### Wiring heat map

The bar under the picture is 20 um long. The die is cut into 18 by 18 equal tiles; dark blue is low, red is high, scaled to the fullest tile. Values are wire area over tile area, all layers added.
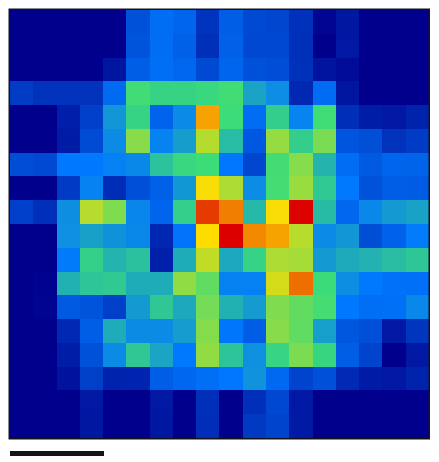
### Where the registers sit

The bar under the picture is 20 um long.
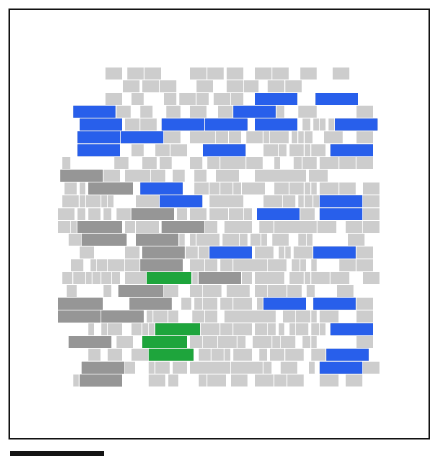
### Routing congestion map

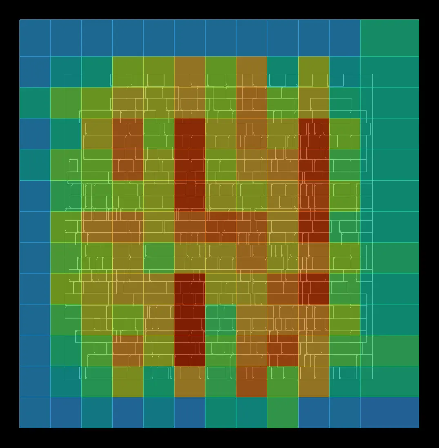
### Wiring by layer

The bar under the picture is 20 um long.
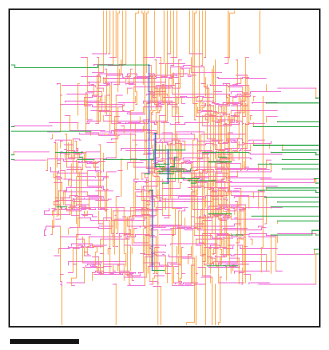
**src/rtl/jtag_pkg.sv**
```systemverilog
// Shared TAP definitions: state encoding, opcodes, IR capture pattern and the 1149.1 next-state function.
package jtag_pkg;

    typedef enum logic [3:0] {
        EXIT2_DR      = 4'h0,
        EXIT1_DR      = 4'h1,
        SHIFT_DR      = 4'h2,
        PAUSE_DR      = 4'h3,
        SELECT_IR     = 4'h4,
        UPDATE_DR     = 4'h5,
        CAPTURE_DR    = 4'h6,
        SELECT_DR     = 4'h7,
        EXIT2_IR      = 4'h8,
        EXIT1_IR      = 4'h9,
        SHIFT_IR      = 4'hA,
        PAUSE_IR      = 4'hB,
        RUN_TEST_IDLE = 4'hC,
        UPDATE_IR     = 4'hD,
        CAPTURE_IR    = 4'hE,
        TEST_LOGIC_RST = 4'hF
    } tap_state_t;

    localparam logic [3:0] OP_EXTEST         = 4'b0000;
    localparam logic [3:0] OP_SAMPLE_PRELOAD = 4'b0001;
    localparam logic [3:0] OP_IDCODE         = 4'b0010;
    localparam logic [3:0] OP_INTEST         = 4'b0011;
    localparam logic [3:0] OP_CLAMP          = 4'b0100;
    localparam logic [3:0] OP_BYPASS         = 4'b1111;

    localparam logic [3:0] IR_CAPTURE = 4'b0101;

    function automatic tap_state_t tap_next(input tap_state_t s, input logic tms);
        tap_state_t n;
        n = TEST_LOGIC_RST;
        case (s)
            TEST_LOGIC_RST: n = tms ? TEST_LOGIC_RST : RUN_TEST_IDLE;
            RUN_TEST_IDLE:  n = tms ? SELECT_DR      : RUN_TEST_IDLE;
            SELECT_DR:      n = tms ? SELECT_IR      : CAPTURE_DR;
            CAPTURE_DR:     n = tms ? EXIT1_DR       : SHIFT_DR;
            SHIFT_DR:       n = tms ? EXIT1_DR       : SHIFT_DR;
            EXIT1_DR:       n = tms ? UPDATE_DR      : PAUSE_DR;
            PAUSE_DR:       n = tms ? EXIT2_DR       : PAUSE_DR;
            EXIT2_DR:       n = tms ? UPDATE_DR      : SHIFT_DR;
            UPDATE_DR:      n = tms ? SELECT_DR      : RUN_TEST_IDLE;
            SELECT_IR:      n = tms ? TEST_LOGIC_RST : CAPTURE_IR;
            CAPTURE_IR:     n = tms ? EXIT1_IR       : SHIFT_IR;
            SHIFT_IR:       n = tms ? EXIT1_IR       : SHIFT_IR;
            EXIT1_IR:       n = tms ? UPDATE_IR      : PAUSE_IR;
            PAUSE_IR:       n = tms ? EXIT2_IR       : PAUSE_IR;
            EXIT2_IR:       n = tms ? UPDATE_IR      : SHIFT_IR;
            UPDATE_IR:      n = tms ? SELECT_DR      : RUN_TEST_IDLE;
            default:        n = TEST_LOGIC_RST;
        endcase
        return n;
    endfunction

endpackage

```
**src/rtl/jtag_tap_fsm.sv**
```systemverilog
// 16-state TAP controller; state and per-state flags are registered together on posedge tck_i.
// Flags are valid for exactly the TCK cycle spent in that state; no backpressure.
module jtag_tap_fsm
    import jtag_pkg::*;
(
    input  logic       tck_i,
    input  logic       reset_i,
    input  logic       tms_i,
    output tap_state_t o_state,
    output logic       o_capture_dr,
    output logic       o_shift_dr,
    output logic       o_update_dr,
    output logic       o_capture_ir,
    output logic       o_shift_ir,
    output logic       o_update_ir,
    output logic       o_tlr
);

    tap_state_t r_state;
    tap_state_t w_next;
    logic       r_capture_dr;
    logic       r_shift_dr;
    logic       r_update_dr;
    logic       r_capture_ir;
    logic       r_shift_ir;
    logic       r_update_ir;
    logic       r_tlr;

    assign w_next = tap_next(r_state, tms_i);

    // Flags are computed from the next state so they line up with r_state without extra decode.
    always_ff @(posedge tck_i or posedge reset_i) begin
        if (reset_i) begin
            r_state      <= TEST_LOGIC_RST;
            r_capture_dr <= 1'b0;
            r_shift_dr   <= 1'b0;
            r_update_dr  <= 1'b0;
            r_capture_ir <= 1'b0;
            r_shift_ir   <= 1'b0;
            r_update_ir  <= 1'b0;
            r_tlr        <= 1'b1;
        end else begin
            r_state      <= w_next;
            r_capture_dr <= (w_next == CAPTURE_DR);
            r_shift_dr   <= (w_next == SHIFT_DR);
            r_update_dr  <= (w_next == UPDATE_DR);
            r_capture_ir <= (w_next == CAPTURE_IR);
            r_shift_ir   <= (w_next == SHIFT_IR);
            r_update_ir  <= (w_next == UPDATE_IR);
            r_tlr        <= (w_next == TEST_LOGIC_RST);
        end
    end

    assign o_state      = r_state;
    assign o_capture_dr = r_capture_dr;
    assign o_shift_dr   = r_shift_dr;
    assign o_update_dr  = r_update_dr;
    assign o_capture_ir = r_capture_ir;
    assign o_shift_ir   = r_shift_ir;
    assign o_update_ir  = r_update_ir;
    assign o_tlr        = r_tlr;

endmodule

```
**src/rtl/jtag_tap_controller.sv**
```systemverilog
// JTAG TAP: IR, BYPASS/IDCODE/boundary-scan DRs, TDO mux and instruction decode. IDCODE DR under JTAG_IDCODE_EN.
// TDO follows the shift edge by half a TCK; bypass latency 1 TCK, BSR latency BSR_WIDTH TCK; no backpressure.
module jtag_tap_controller
    import jtag_pkg::*;
#(
    parameter int          IR_WIDTH     = 4,
    parameter int          BSR_WIDTH    = 26,
    parameter logic [31:0] IDCODE_VALUE = 32'h1000_0001
) (
    input  logic                 tck_i,
    input  logic                 reset_i,
    input  logic                 tms_i,
    input  logic                 tdi_i,
    output logic                 tdo_o,
    output logic                 tdo_oe_o,
    input  logic [BSR_WIDTH-1:0] capture_data_i,
    output logic [BSR_WIDTH-1:0] update_data_o,
    output logic                 update_o,
    output logic                 ir_extest_o,
    output logic                 ir_sample_preload_o,
    output logic                 ir_intest_o,
    output logic                 ir_clamp_o,
    output logic                 ir_bypass_o,
    output logic                 ir_idcode_o
);

`ifdef JTAG_IDCODE_EN
    localparam logic [IR_WIDTH-1:0] IR_RESET = IR_WIDTH'(OP_IDCODE);
`else
    localparam logic [IR_WIDTH-1:0] IR_RESET = IR_WIDTH'(OP_BYPASS);
`endif

    if (IDCODE_VALUE[0] != 1'b1) begin : g_idcode_lsb_chk
        $error("IDCODE_VALUE bit 0 must be 1");
    end

    tap_state_t w_state;
    logic       w_capture_dr;
    logic       w_shift_dr;
    logic       w_update_dr;
    logic       w_capture_ir;
    logic       w_shift_ir;
    logic       w_update_ir;
    logic       w_tlr;

    jtag_tap_fsm u_fsm (
        .tck_i        (tck_i),
        .reset_i      (reset_i),
        .tms_i        (tms_i),
        .o_state      (w_state),
        .o_capture_dr (w_capture_dr),
        .o_shift_dr   (w_shift_dr),
        .o_update_dr  (w_update_dr),
        .o_capture_ir (w_capture_ir),
        .o_shift_ir   (w_shift_ir),
        .o_update_ir  (w_update_ir),
        .o_tlr        (w_tlr)
    );

    logic [IR_WIDTH-1:0]  r_ir_shift;
    logic [IR_WIDTH-1:0]  r_ir_active;
    logic [BSR_WIDTH-1:0] r_bsr;
    logic                 r_bypass;
    logic                 r_tdo;
    logic                 r_tdo_oe;

    logic w_is_extest;
    logic w_is_sample;
    logic w_is_intest;
    logic w_is_clamp;
    logic w_sel_bsr;
    logic w_sel_idcode;
    logic w_sel_bypass;
    logic w_idcode_tdo;
    logic w_dr_tdo;

    assign w_is_extest  = (r_ir_active == IR_WIDTH'(OP_EXTEST));
    assign w_is_sample  = (r_ir_active == IR_WIDTH'(OP_SAMPLE_PRELOAD));
    assign w_is_intest  = (r_ir_active == IR_WIDTH'(OP_INTEST));
    assign w_is_clamp   = (r_ir_active == IR_WIDTH'(OP_CLAMP));
    assign w_sel_bsr    = w_is_extest | w_is_sample | w_is_intest;
    // Anything not claiming the BSR or IDCODE falls back to the 1-bit bypass path.
    assign w_sel_bypass = ~w_sel_bsr & ~w_sel_idcode;

    always_ff @(posedge tck_i or posedge reset_i) begin
        if (reset_i) begin
            r_ir_shift <= '0;
        end else if (w_capture_ir) begin
            r_ir_shift <= IR_WIDTH'(IR_CAPTURE);
        end else if (w_shift_ir) begin
            r_ir_shift <= {tdi_i, r_ir_shift[IR_WIDTH-1:1]};
        end
    end

    // Active IR moves on the falling edge so decodes are stable across the following rising edge.
    always_ff @(negedge tck_i or posedge reset_i) begin
        if (reset_i) begin
            r_ir_active <= IR_RESET;
        end else if (w_tlr) begin
            r_ir_active <= IR_RESET;
        end else if (w_update_ir) begin
            r_ir_active <= r_ir_shift;
        end
    end

    always_ff @(posedge tck_i or posedge reset_i) begin
        if (reset_i) begin
            r_bsr <= '0;
        end else if (w_capture_dr && w_sel_bsr) begin
            r_bsr <= capture_data_i;
        end else if (w_shift_dr && w_sel_bsr) begin
            r_bsr <= {tdi_i, r_bsr[BSR_WIDTH-1:1]};
        end
    end

    always_ff @(posedge tck_i or posedge reset_i) begin
        if (reset_i) begin
            r_bypass <= 1'b0;
        end else if (w_capture_dr && w_sel_bypass) begin
            r_bypass <= 1'b0;
        end else if (w_shift_dr && w_sel_bypass) begin
            r_bypass <= tdi_i;
        end
    end

`ifdef JTAG_IDCODE_EN
    logic [31:0] r_idcode;

    always_ff @(posedge tck_i or posedge reset_i) begin
        if (reset_i) begin
            r_idcode <= '0;
        end else if (w_capture_dr && w_sel_idcode) begin
            r_idcode <= IDCODE_VALUE;
        end else if (w_shift_dr && w_sel_idcode) begin
            r_idcode <= {tdi_i, r_idcode[31:1]};
        end
    end

    assign w_sel_idcode = (r_ir_active == IR_WIDTH'(OP_IDCODE));
    assign w_idcode_tdo = r_idcode[0];
`else
    assign w_sel_idcode = 1'b0;
    assign w_idcode_tdo = 1'b0;
`endif

    assign w_dr_tdo = w_sel_bsr    ? r_bsr[0] :
                      w_sel_idcode ? w_idcode_tdo :
                                     r_bypass;

    always_ff @(negedge tck_i or posedge reset_i) begin
        if (reset_i) begin
            r_tdo    <= 1'b0;
            r_tdo_oe <= 1'b0;
        end else begin
            r_tdo_oe <= (w_state == SHIFT_DR) || (w_state == SHIFT_IR);
            r_tdo    <= w_shift_ir ? r_ir_shift[0] :
                        w_shift_dr ? w_dr_tdo      : 1'b0;
        end
    end

    assign tdo_o               = r_tdo;
    assign tdo_oe_o            = r_tdo_oe;
    assign update_data_o       = r_bsr;
    assign update_o            = w_update_dr & w_sel_bsr;
    assign ir_extest_o         = w_is_extest;
    assign ir_sample_preload_o = w_is_sample;
    assign ir_intest_o         = w_is_intest;
    assign ir_clamp_o          = w_is_clamp;
    assign ir_bypass_o         = w_sel_bypass & ~w_is_clamp;
    assign ir_idcode_o         = w_sel_idcode;

endmodule
```
**config.mk**
```make
export PLATFORM = sky130hd
export DESIGN_NAME = jtag_tap_controller
export DESIGN_NICKNAME = d
export VERILOG_FILES = /design/src/rtl/jtag_pkg.sv /design/src/rtl/jtag_tap_fsm.sv /design/src/rtl/jtag_tap_controller.sv
export SDC_FILE = /design/constraint.sdc
export NUM_CORES = 1
export LEC_CHECK = 0
export CORE_AREA = 10 10 79 81
export CTS_BUF_LIST = sky130_fd_sc_hd__clkbuf_4 sky130_fd_sc_hd__clkbuf_8
export DETAILED_ROUTE_END_ITERATION = 10
export DIE_AREA = 0 0 89 91
export MAX_ROUTING_LAYER = met4
export PLACE_DENSITY_LB_ADDON = 0.15
export SLEW_MARGIN = 5
export SYNTH_ARGS = -nofsm -noshare
export SYNTH_HDL_FRONTEND = slang
export SYNTH_HIERARCHICAL = 1
export SYNTH_SLANG_ARGS = --single-unit
export TNS_END_PERCENT = 50
```
**constraint.sdc**
```tcl
create_clock -name tck_i -period 2.4 [get_ports tck_i]
set_input_delay 0.36 -clock tck_i [delete_from_list [all_inputs] [get_ports tck_i]]
set_output_delay 0.36 -clock tck_i [all_outputs]
set_load 0.01 [all_outputs]
```
==> Flow_metrics.wiki <==
=== Physical design figures ===
{| class="wikitable"
! Metric !! Value
|-
| Final Worst Setup Slack || -607.3 ps
|-
| Metal2 WL || 3448 um
|-
| Violated checks || setup timing
|-
| Max capacitance violation total || 0
|-
| Combinational share of cell area || 32.98%
|-
| Non-Clock Buffer Area Fraction || 25.13%
|-
| Dominant delay contributor by cell family on the critical path || flip-flops
|-
| Core Region || 4661 um2
|-
| Type of the tightest min-delay check || input pin to asynchronous set/reset pin
|-
| Worst Setup Path Type || register to output port
|-
| Share of total power in sequential cells || 34.9%
|-
| Data arrival time at the worst-slack endpoint || 2650 ps
|-
| Top cells by count, synth || 37 x dfrtp_1, 20 x nor2_1, 16 x inv_1
|-
| Synth Warn # || 6
|-
| Tally of clock buffers in the finished layout || 5
|-
| Largest power group || combinational cells
|-
| Number of instances in the placed design || 349
|-
| Total wirelength of the detailed-routed design || 6716 um
|-
| GR met2 Demand/Resource || 25.93%
|-
| Clock network latency to the later pin of the worst-skew pair || 350 ps
|-
| Critical Path Fanout Max || 4
|-
| Sw power || 1.434 mW
|-
| Most common library cell in the layout ignoring fill and taps || clkdlybuf4s50_1
|-
| Worst EP required || 2040 ps
|-
| Number of buffers inserted by port buffering || 63
|-
| Cell with the most instances after synthesis || dfrtp_1
|-
| Cells after synthesis || 240
|-
| Unique cell type count in the Yosys netlist || 44
|-
| Inserted Diodes || 0
|-
| Final setup fails || 33
|-
| Proportion of cell area spent on the clock network || 4.294%
|-
| Top cells by area, synth || dfrtp_1 38%, dfstp_2 9.6%, o221a_2 5.9%, a41oi_1 5.0%, o2bb2ai_1 4.3%
|-
| Largest net degree at the start of global routing || 33
|-
| Area of the multi-input gates || 1172 um2
|-
| Place WS || -673.7 ps
|-
| Chip area estimate from yosys synthesis || 2464 um2
|-
| Cell count in the Yosys report || 240
|-
| Proportion of netlist area held by the largest area contributor || 37.58%
|-
| Fill cell total of the finished layout || 309
|-
| Clock input transition at the sequential cells of the worst setup and hold paths || 90 ps
|-
| Cell Area, Placed || 3224 um2
|-
| Wire length of the first global-routing pass || 10,610 um
|-
| Initial antenna violation count || 0
|-
| Cell Chain, Critical Path || buf_4 -> nand2b_4 -> and3_4 -> buf_6
|-
| Status || complete, but fails checks
|-
| Post-synthesis async set-or-reset flop share || 100.0%
|-
| Synthesized flop and latch total || 48
|-
| Post-CTS sizing || 49
|}
Notes on 'Wiring heat map' above:
mean over tiles = 0.13
fullest tile = 0.56
nearly empty tiles = 23%
densest ninth of the die = center
tiles over half the peak = 13%

Notes on 'Where the registers sit' above:
update_data_o -> blue  # flops 26
r_ir_active -> green  # flops 4
sequential logic power: 1.41 mW
share of the final layout cell area in sequential cells: 34.11%
register cell area after layout: 1212 um2
Final Core Density: 76.27%

Notes on 'Routing congestion map' above:
met3 track utilization from global routing: 3.753%
average routed wire per standard cell: 18.05 um
highest-utilization routing layer at the global route stage: met2
Total Routing Usage GR: 16.20%
M1 GR Usage: 20.18%

Notes on 'Wiring by layer' above:
met2 -> orange  # wire length 3,450 um
met4 -> blue  # wire length 73.4 um
met1 -> magenta  # wire length 2,740 um
met3 -> green  # wire length 457 um

-- final timing paths --
path	slack (ps)	start	cells after the start	end
worst max-delay path	-610	r_ir_active[0]	4	update_o
worst min-delay path	370	reset_i	2	u_fsm/o_update_ir
worst max register to register	-420	r_ir_active[0]	6	update_data_o[9]
worst min register to register	490	u_fsm/o_capture_ir	1	r_ir_shift[1]
max in group asynchronous	610	reset_i	2	r_ir_active[3]
min in group tck_i	490	u_fsm/o_capture_ir	1	r_ir_shift[1]
-- logic make-up after synthesis --
kind of cell	Yosys count	share of synthesized area, %
compound gates	83	27.32
simple gates	65	14.88
flops	48	49.21
buf+inv	41	7.618
mux	2	0.8126
other cells	1	0.1522
Power is estimated from default activity; no workload was simulated.
